[config.mk]
export PLATFORM = sky130hd
export DESIGN_NAME = regfile_write_arbiter
export DESIGN_NICKNAME = d
export VERILOG_FILES = /design/src/rtl/regfile_pkg.sv /design/src/rtl/rr_arbiter.sv /design/src/rtl/regfile_write_arbiter.sv
export SDC_FILE = /design/constraint.sdc
export NUM_CORES = 1
export LEC_CHECK = 0
export CELL_PAD_IN_SITES_DETAIL_PLACEMENT = 1
export CELL_PAD_IN_SITES_GLOBAL_PLACEMENT = 1
export CORE_MARGIN = 1.5
export CORE_UTILIZATION = 28
export DETAILED_ROUTE_END_ITERATION = 7
export GPL_ROUTABILITY_DRIVEN = 1
export PLACE_DENSITY = 0.9
export SLEW_MARGIN = 20
export SYNTH_ARGS = -nofsm -noshare
export SYNTH_HDL_FRONTEND = slang
export SYNTH_SLANG_ARGS = --single-unit
export TNS_END_PERCENT = 100
[constraint.sdc]
create_clock -name clock -period 5.7 [get_ports clock]
set_input_delay 1.425 -clock clock [delete_from_list [all_inputs] [get_ports clock]]
set_output_delay 1.425 -clock clock [all_outputs]
set_load 0.03 [all_outputs]
[src/rtl/regfile_pkg.sv]
// -----------------------------------------------------------------------------
// regfile_pkg
// Shared constants for the 32 x 64-bit register file and its write arbiter,
// plus the round-robin pointer advance helper used by the arbiter top level.
// No ports (package).
// -----------------------------------------------------------------------------
package regfile_pkg;

    localparam int REG_COUNT      = 32;
    localparam int REG_ADDR_WIDTH = 5;
    localparam int REG_DATA_WIDTH = 64;
    localparam int XZR_ADDR       = 31;

    // Next round-robin pointer: one past the granted index, wrapping at num_req.
    function automatic logic [1:0] rr_next(input logic [1:0] idx, input logic [2:0] num_req);
        logic [2:0] nxt;
        nxt = {1'b0, idx} + 3'd1;
        return (nxt >= num_req) ? 2'd0 : nxt[1:0];
    endfunction

endpackage

[src/rtl/rr_arbiter.sv]
// -----------------------------------------------------------------------------
// rr_arbiter
// Purely combinational round-robin picker. Searches the request vector starting
// at ptr and wrapping, and returns the first requester found.
// Ports:
//   req   [NUM_REQ-1:0]  request vector
//   ptr   [1:0]          search start index (must be < NUM_REQ)
//   grant [NUM_REQ-1:0]  one-hot grant (all zero when no request)
//   idx   [1:0]          encoded index of the granted requester
//   any                  at least one request present
// -----------------------------------------------------------------------------
module rr_arbiter #(
    parameter int NUM_REQ = 3
) (
    input  logic [NUM_REQ-1:0] req,
    input  logic [1:0]         ptr,
    output logic [NUM_REQ-1:0] grant,
    output logic [1:0]         idx,
    output logic               any
);

    logic [2:0] cand_s;
    logic       hit_s;

    // First-found search from ptr upward with wrap; later hits are masked by any.
    always_comb begin
        grant  = '0;
        idx    = 2'd0;
        any    = 1'b0;
        cand_s = 3'd0;
        hit_s  = 1'b0;
        for (int k = 0; k < NUM_REQ; k++) begin
            cand_s = {1'b0, ptr} + 3'(k);
            cand_s = (cand_s >= 3'(NUM_REQ)) ? (cand_s - 3'(NUM_REQ)) : cand_s;
            hit_s  = ~any & req[cand_s[1:0]];
            grant[cand_s[1:0]] = grant[cand_s[1:0]] | hit_s;
            idx    = hit_s ? cand_s[1:0] : idx;
            any    = any | hit_s;
        end
    end

endmodule

[src/rtl/regfile_write_arbiter.sv]
// -----------------------------------------------------------------------------
// regfile_write_arbiter
// Shares the single register-file write port between NUM_REQ writeback
// requesters with round-robin arbitration and a valid/ready handshake.
// Accepted writes are registered and presented to the register file one cycle
// later. A per-register busy vector lets decode stall on pending writes.
//
// Optional feature: define REGWR_XZR_DROP_EN to treat address 31 as the zero
// register (requests are still accepted, but no write is issued and busy[31]
// stays low).
//
// Ports:
//   clock        system clock, rising edge
//   reset        asynchronous active-low reset
//   req_valid    [NUM_REQ]             requester has a write pending
//   req_address  [NUM_REQ*ADDR_WIDTH]  destination, slice i per requester
//   req_data     [NUM_REQ*DATA_WIDTH]  write data, slice i per requester
//   req_ready    [NUM_REQ]             one-hot grant (combinational)
//   rf_write                           register file write enable
//   rf_address   [ADDR_WIDTH]          register file address
//   rf_data      [DATA_WIDTH]          register file data_in
//   busy         [32]                  register has a pending/in-flight write
//   last_grant   [2]                   index of most recently accepted requester
// -----------------------------------------------------------------------------
module regfile_write_arbiter
    import regfile_pkg::*;
#(
    parameter int NUM_REQ    = 3,
    parameter int ADDR_WIDTH = REG_ADDR_WIDTH,
    parameter int DATA_WIDTH = REG_DATA_WIDTH
) (
    input  logic                          clock,
    input  logic                          reset,
    input  logic [NUM_REQ-1:0]            req_valid,
    input  logic [NUM_REQ*ADDR_WIDTH-1:0] req_address,
    input  logic [NUM_REQ*DATA_WIDTH-1:0] req_data,
    output logic [NUM_REQ-1:0]            req_ready,
    output logic                          rf_write,
    output logic [ADDR_WIDTH-1:0]         rf_address,
    output logic [DATA_WIDTH-1:0]         rf_data,
    output logic [REG_COUNT-1:0]          busy,
    output logic [1:0]                    last_grant
);

    logic [1:0]            ptr_r;
    logic [1:0]            last_grant_r;
    logic                  rf_write_r;
    logic [ADDR_WIDTH-1:0] rf_address_r;
    logic [DATA_WIDTH-1:0] rf_data_r;

    logic [NUM_REQ-1:0]    arb_grant_s;
    logic [1:0]            arb_idx_s;
    logic                  arb_any_s;
    logic                  transfer_s;
    logic                  write_en_s;
    logic [ADDR_WIDTH-1:0] sel_address_s;
    logic [DATA_WIDTH-1:0] sel_data_s;
    logic [REG_COUNT-1:0]  busy_s;

    rr_arbiter #(
        .NUM_REQ (NUM_REQ)
    ) u_rr_arbiter (
        .req   (req_valid),
        .ptr   (ptr_r),
        .grant (arb_grant_s),
        .idx   (arb_idx_s),
        .any   (arb_any_s)
    );

    // No grant is offered while reset is held low, so nothing can transfer.
    assign transfer_s = arb_any_s & reset;
    assign req_ready  = reset ? arb_grant_s : {NUM_REQ{1'b0}};

    // Select the granted requester's address and data slices (one-hot mux).
    always_comb begin
        sel_address_s = '0;
        sel_data_s    = '0;
        for (int i = 0; i < NUM_REQ; i++) begin
            sel_address_s = arb_grant_s[i] ? req_address[i*ADDR_WIDTH +: ADDR_WIDTH] : sel_address_s;
            sel_data_s    = arb_grant_s[i] ? req_data[i*DATA_WIDTH +: DATA_WIDTH]    : sel_data_s;
        end
    end

    // Decide whether an accepted request actually produces a register write.
    always_comb begin
        write_en_s = 1'b1;
`ifdef REGWR_XZR_DROP_EN
        // Writes to the zero register are accepted but silently discarded.
        write_en_s = (sel_address_s != ADDR_WIDTH'(XZR_ADDR));
`else
        write_en_s = 1'b1;
`endif
    end

    // Output stage and arbitration state; reset drops any in-flight write at once.
    always_ff @(posedge clock or negedge reset) begin
        if (!reset) begin
            rf_write_r   <= 1'b0;
            rf_address_r <= '0;
            rf_data_r    <= '0;
            ptr_r        <= 2'd0;
            last_grant_r <= 2'd0;
        end else if (transfer_s) begin
            rf_write_r   <= write_en_s;
            rf_address_r <= sel_address_s;
            rf_data_r    <= sel_data_s;
            ptr_r        <= rr_next(arb_idx_s, 3'(NUM_REQ));
            last_grant_r <= arb_idx_s;
        end else begin
            // Address/data hold; only the strobe drops.
            rf_write_r   <= 1'b0;
        end
    end

    // Busy: any valid request targeting the register, or the write in the output stage.
    always_comb begin
        busy_s = '0;
        for (int a = 0; a < REG_COUNT; a++) begin
            for (int i = 0; i < NUM_REQ; i++) begin
                busy_s[a] = busy_s[a] |
                            (req_valid[i] & (req_address[i*ADDR_WIDTH +: ADDR_WIDTH] == ADDR_WIDTH'(a)));
            end
            busy_s[a] = busy_s[a] | (rf_write_r & (rf_address_r == ADDR_WIDTH'(a)));
        end
`ifdef REGWR_XZR_DROP_EN
        busy_s[XZR_ADDR] = 1'b0;
`else
        busy_s = busy_s;
`endif
    end

    assign busy       = busy_s;
    assign rf_write   = rf_write_r;
    assign rf_address = rf_address_r;
    assign rf_data    = rf_data_r;
    assign last_grant = last_grant_r;

endmodule

run_1/registers.png
Bar = 50 um. Other sequential cells in the stronger grey, the rest of the logic in the fainter grey.
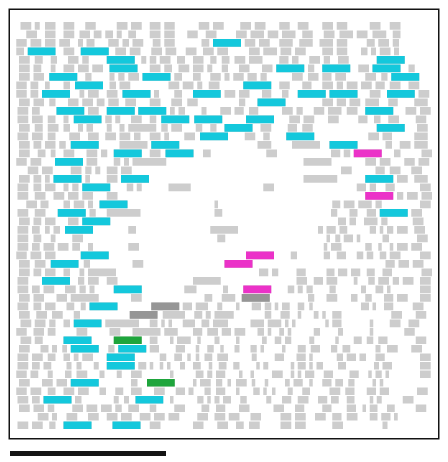
cyan -> rf_data  # placed flops 64, where widely spread
green -> last_grant  # placed flops 2
magenta -> rf_address  # placed flops 5, where centre

run_1/metal_stack.png
Bar = 50 um.
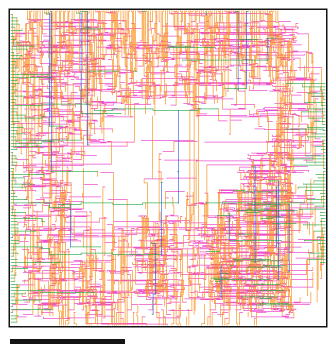
orange -> met2  # wire length 12300 um
magenta -> met1  # wire length 9640 um
blue -> met4  # wire length 583 um
green -> met3  # wire length 1590 um

==> flow_metrics.tcl, run 1 <==
# metrics dict for downstream scripts
set metrics [dict create \
    p_sw_mw 2.278 \
    top_area_share_pct 36.83 \
    fmax_mhz 192.2 \
    finalNetCount 1053 \
    status "complete, no violations" \
    dr.pass1.iters 5 \
    final-instance-count-excl-fill 1069 \
    relSlewSlack_pct 34.46 \
    finalHoldViolCount 0 \
    layout_top_cell "clkdlybuf4s50_1" \
    area_growth_pct 72.13 \
    cts_tree "built" \
    grt_antenna_before_repair 1 \
    cts_resized 0 \
    grt_max_degree 70 \
    swShare_pct 47.76 \
    finalSetupViolCount 0 \
    synth-main-ff-cell "dfrtp_1" \
    pwr-share-comb_pct 64.3 \
    cts_buffers 9 \
    synth_cell_types 56 \
    startpoint "req_valid[2]" \
]
run_1/cell_classes.png
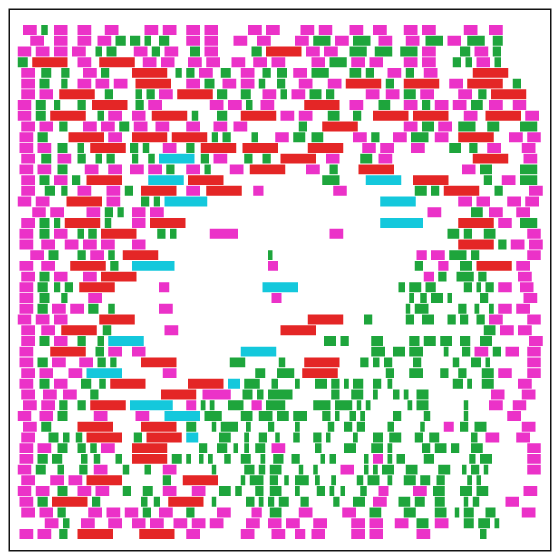
red -> flip-flops  # cells 74, share of their area 22%
magenta -> other buffers and delay cells  # cells 333, share of their area 40%
cyan -> clock drivers and dummy loads  # cells 15, share of their area 4.3%
green -> all other logic  # cells 421, share of their area 34%

run_1/final_congestion.png
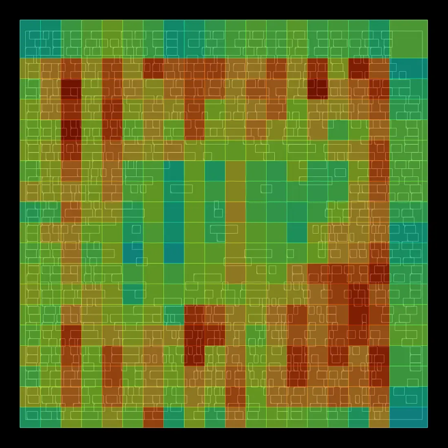
met1 Use GR: 30.45%
gr usage total: 24.81%
GR Util met3: 5.667%
DR WL/cell: 22.55 um

==> run 1: stage by stage <==
stage	setup slack (ps)	hold slack (ps)
floorplan	1128	475.8
global placement	529.7	470.8
detailed placement	511.5	490.3
CTS	507.3	501.8
global route	411.2	508.1
finish	495.8	493.8
==> run 1: synth_stat cells, types with 6 or more instances <==
library cell  number
o221ai_1          25
buf_2             17
inv_1             10
nor2b_1           12
nor2_1            28
dfrtp_1           74
nand2b_1          12
nand3_1            8
a21oi_1           60
a22oi_2           20
o22ai_1           73
o211ai_1           6
a32oi_1            7
a21oi_2           20
a22oi_1           59
nand2_1           25
buf_4             15
clkbuf_1          17
==> run 1: registers in the layout, indices dropped and copies added, names as in the netlist <==
register	count
last_grant	2
ptr_r	2
rf_address	5
rf_data	64
rf_write	1
==> run 1: routing by layer <==
| metal | wire [um] | share of wire [%] | vias to the layer above | global-route usage [%] |
|---|---|---|---|---|
| met4 | 582 | 2.4 | 0 | 7.018 |
| met1 | 9638 | 40 | 2947 | 30.45 |
| li1 | - | - | 2766 | - |
| met5 | 0 | 0 | - | 0 |
| met2 | 12300 | 51 | 278 | 43.36 |
| met3 | 1593 | 6.6 | 35 | 5.667 |
==> run 1: power groups by stage <==
stage | sequential, mW | clock, mW | combinational, mW
after detailed placement | 1.01 | 0 | 3.08
after floorplan | 1.49 | 0 | 1.47
after global routing | 1.03 | 0.739 | 3.26
after CTS | 1.00 | 0.718 | 3.09
final | 1.00 | 0.703 | 3.07
after global placement | 0.987 | 0 | 3.02
==> run 1: cell families (layout without fill, tap and decap cells) <==
kind of cell             count (synthesis)  after routing  synth area share (%)
buffers and inverters                   66            359                 7.765
AND/OR/NAND/NOR                        109            109                 11.25
AND-OR/OR-AND                          297            297                 43.23
adder cells (fa/ha/maj)                  4              4                0.9208
flip-flops                              74             74                 36.83
other                                    0              1                     0
==> run 1: worst paths after layout <==
kind	endpoint	slack, ps	depth (start not counted)
worst min-delay path	last_grant[1]	490	2
worst max-delay path	busy[19]	500	6
min in group asynchronous	ptr_r[1]	930	1
worst min register to register	last_grant[1]	490	2
max in group asynchronous	rf_data[60]	3640	2
worst max register to register	rf_data[44]	2600	8
==> run 1: worst max-delay path: stages <==
cell and delay (ps):
clkdlybuf4s50_1 580, nand2b_1 140, or3b_2 560, o22a_1 220
o211ai_1 110, clkdlybuf4s50_1 740
==> run 1: final cells by class <==
cell class              instances  area, um^2  area share [%]
clock buffers                   9       225.2           2.603
well taps                     225       281.5           3.253
flip-flops and latches         74        1852           21.40
inverters                      11       41.29          0.4772
repair buffers                333        3318           38.35
diodes                          1       2.502         0.02892
clock inverters                 6       137.6           1.591
multi-input cells             410        2795           32.30
==> run 2: changes to the inputs <==
- CTS_CLUSTER_DIAMETER: not set -> 40
- TNS_END_PERCENT: 100 -> 1
run_2/metal_stack.png
Bar = 50 um.
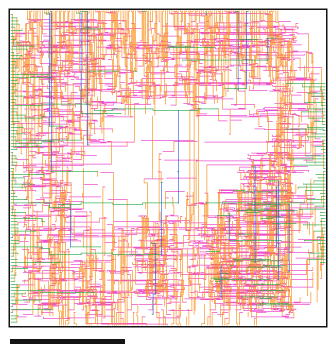
green -> met3  # wire length 1590 um
magenta -> met1  # wire length 9640 um
orange -> met2  # wire length 12300 um
blue -> met4  # wire length 583 um
total number of vias: 6026
drt total wl: 24110 um

==> run 2 against run 1 <==
Against the previous run: final cell count unchanged; largest power group unchanged; worst hold slack unchanged; synthesized cell count unchanged; non-clock buffer count unchanged; critical endpoint unchanged; clock skew unchanged; die area unchanged; maximum frequency unchanged; count of clock-buffer cells in the layout unchanged; sequential power about the same.
==> flow_metrics.tcl, run 2 <==
# metrics dict for downstream scripts
set metrics [dict create \
    status "complete, no violations" \
    synth-main-ff-cell "dfrtp_1" \
    top_cells_by_count "74 x dfrtp_1, 73 x o22ai_1, 60 x a21oi_1" \
    grt_antenna_before_repair 1 \
    cts_resized 0 \
    yosysMostFrequentCell "dfrtp_1" \
    min_path_type "reg -> reg" \
    ff2ff_path_depth 8 \
    finalPower_mw 4.770 \
    area_growth_pct 72.13 \
    finalNetCount 1053 \
    finalHoldViolCount 0 \
    grt_use_total_pct 24.81 \
    layout_top_cell "clkdlybuf4s50_1" \
    setup_ws_ps 495.8 \
    avgSynthCellArea_um2 9.141 \
    slowest_stage "clkdlybuf4s50_1" \
    largest_register_ff_count 64 \
    cp_common_cell "clkdlybuf4s50_1" \
    dr.pass1.iters 5 \
    relSlewSlack_pct 34.46 \
    finalSetupViolCount 0 \
    synth-edff-count 0 \
    worstSetupStartpointType "input pin" \
    cts_tree "built" \
    cts_buffers 9 \
    slew_violations 0 \
    grt_max_degree 70 \
    slowest_delay_ps 740 \
    holdPathStages 2 \
    fmax_mhz 192.2 \
]
-- run 2: power breakdown --
part           total, mW  internal [mW]  switching (mW)
Combinational       3.07           1.21            1.85
Sequential          1.00          0.807           0.193
Clock              0.703          0.472           0.230
-- run 2: logic make-up after synthesis --
logic type	after synthesis	share of synthesized area, %
simple gates	109	11.25
flops	74	36.83
buf+inv	66	7.765
compound gates	297	43.23
fa+ha+maj	4	0.9208
-- run 2: final timing paths --
check,from,end,slack [ps]
max,req_valid[2],busy[19],500
min reg2reg,last_grant[1],last_grant[1],490
min,last_grant[1],last_grant[1],490
max reg2reg,ptr_r[0],rf_data[44],2600
min in group asynchronous,reset,ptr_r[1],930
max in group asynchronous,reset,rf_data[60],3640
-- run 2: final cells by class --
type / instances / area [um^2]
Fill cell: 1949 / 8763
Timing Repair Buffer: 333 / 3318
Multi-Input combinational cell: 410 / 2795
Sequential cell: 74 / 1852
Tap cell: 225 / 281.5
Clock buffer: 9 / 225.2
Clock inverter: 6 / 137.6
Inverter: 11 / 41.29
Antenna cell: 1 / 2.502
-- run 2: critical path: cells and delay by family --
family / cells / cell delay, ps
and+or+nand+nor: 2 / 700
AOI/OAI and AO/OA: 2 / 330
buffers and inverters: 2 / 1320
-- run 2: routing by layer --
layer	wire length (um)	track usage, %	part of all wire [%]
met1	9638	30.45	40
met2	12300	43.36	51
met3	1593	5.667	6.6
met4	582	7.018	2.4
met5	0	0	0
==> run 3: changes to the inputs <==
--- a/config.mk
+++ b/config.mk
@@ -14,3 +14,4 @@
 export GPL_ROUTABILITY_DRIVEN = 1
-export PLACE_DENSITY = 0.9
+export MAX_ROUTING_LAYER = met4
+export PLACE_DENSITY = 0.88
 export SLEW_MARGIN = 20
--- a/constraint.sdc
+++ b/constraint.sdc
@@ -3,2 +3,2 @@
 set_output_delay 1.425 -clock clock [all_outputs]
-set_load 0.03 [all_outputs]
+set_load 0.005 [all_outputs]
run_3/final_congestion.png
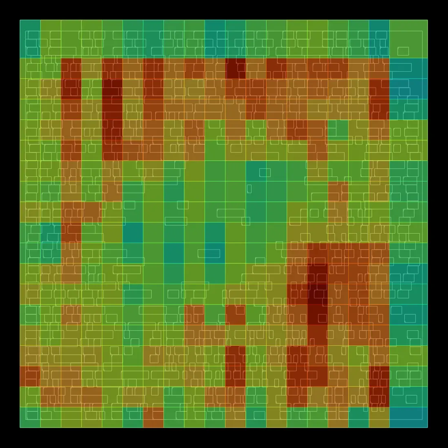
DR WL/cell: 23.03 um
met1 Use GR: 32.07%

==> run 3 against run 2 <==
Against the previous run: register-to-register slack better by 130 ps; worst hold slack worse by 4.5 ps; clock power is 11% lower; non-clock buffer count is 2 lower; wire length is 1.8% higher.
==> flow_metrics.tcl, run 3 <==
# metrics dict for downstream scripts
set metrics [dict create \
    grt_use_total_pct 26.29 \
    r2r_start "ptr_r[0]" \
    startpoint "req_valid[1]" \
    slowest_delay_ps 590 \
    grt_max_degree 69 \
    slowest_stage "clkdlybuf4s50_1" \
    final-instance-count-excl-fill 1066 \
    status "complete, no violations" \
    worstSetupStartpointType "input pin" \
    rsz0062_at_grt "false" \
    dr.pass1.iters 4 \
    setup_ws_ps 587.6 \
    core_area_um2 17420 \
    relSlewSlack_pct 44.48 \
    antenna_cells 0 \
    drt-total-wl_um 24550 \
    cts_tree "built" \
    slew_violations 0 \
    cp_common_cell "clkdlybuf4s50_1" \
    dr_total_vias 6083 \
    cts_resized 0 \
    logic_area_um2 2795 \
    layout_top_cell "clkdlybuf4s50_1" \
    top_cells_by_count "74 x dfrtp_1, 73 x o22ai_1, 60 x a21oi_1" \
    gr-total-overflow 0 \
    avgSynthCellArea_um2 9.141 \
    grt_antenna_before_repair 0 \
    cts.htree.levels 3 \
    grt_busiest_layer "met2" \
    finalHoldViolCount 0 \
    synth-edff-count 0 \
    path_buffers 2 \
    area_growth_pct 70.83 \
    n_fill_cell 1995 \
    path_delay_family "buffers and inverters" \
    largest_register_ff_count 64 \
    yosysMostFrequentCell "dfrtp_1" \
    finalSetupViolCount 0 \
    finalNetCount 1051 \
    use_met2_pct 43.72 \
    cts_buffers 9 \
    grt_use_met3_pct 5.148 \
    hold_start "last_grant[1]" \
    seqCellArea_um2 1852 \
    synth-main-ff-cell "dfrtp_1" \
    fmax_mhz 195.6 \
]
==> run 3: cell counts after synthesis <==
No cell type changed its count.
==> run 3: worst reg2reg max path: stages, from the launching register on <==
cell,delay (ps)
dfrtp_1,350
inv_1,60
ha_1,510
maj3_2,390
a221o_2,430
nor2_4,610
buf_12,350
a21oi_1,140
==> run 3: kinds of logic (layout without fill, tap and decap cells) <==
| group | count (synthesis) | in the layout | share of synthesized area [%] |
|---|---|---|---|
| compound gates | 297 | 297 | 43.23 |
| fa+ha+maj | 4 | 4 | 0.9208 |
| buf+inv | 66 | 357 | 7.765 |
| flops | 74 | 74 | 36.83 |
| simple gates | 109 | 109 | 11.25 |
==> run 3: power by group <==
part           internal (mW)  total (mW)  switching, mW  leakage [nW]
Sequential             0.807       0.999          0.192         0.872
Combinational           1.22        2.54           1.31          2.09
Clock                  0.384       0.629          0.245         0.152
==> run 3: layout make-up <==
class	instances	share of cell area, %
well taps	225	3.278
flip-flops and latches	74	21.56
repair buffers	331	38.46
clock buffers	9	2.622
multi-input cells	410	32.55
clock inverters	6	1.049
inverters	11	0.4808
==> run 3: final timing paths <==
| check | endpoint | slack, ps | depth (start not counted) |
|---|---|---|---|
| max | req_ready[0] | 590 | 7 |
| min | last_grant[1] | 490 | 2 |
| max reg2reg | rf_data[40] | 2730 | 7 |
| min reg2reg | last_grant[1] | 490 | 2 |
| max in group asynchronous | rf_data[51] | 3680 | 2 |
| min in group asynchronous | rf_data[10] | 1000 | 1 |
==> run 3: metrics by stage <==
stage	area [um^2]	power (mW)
6_report	8588	4.164
5_1_grt	8588	4.417
4_1_cts	8588	4.192
3_5_place_dp	8273	3.548
3_3_place_gp	8273	3.456
2_1_floorplan	5027	2.412
==> run 3: metal layers <==
metal  wire length (um)  share of wire (%)
met1               9958                 41
met2              12370                 50
met3               1489                6.1
met4                737                3.0
met5                  0                  0
Power and IR drop assume default switching activity.
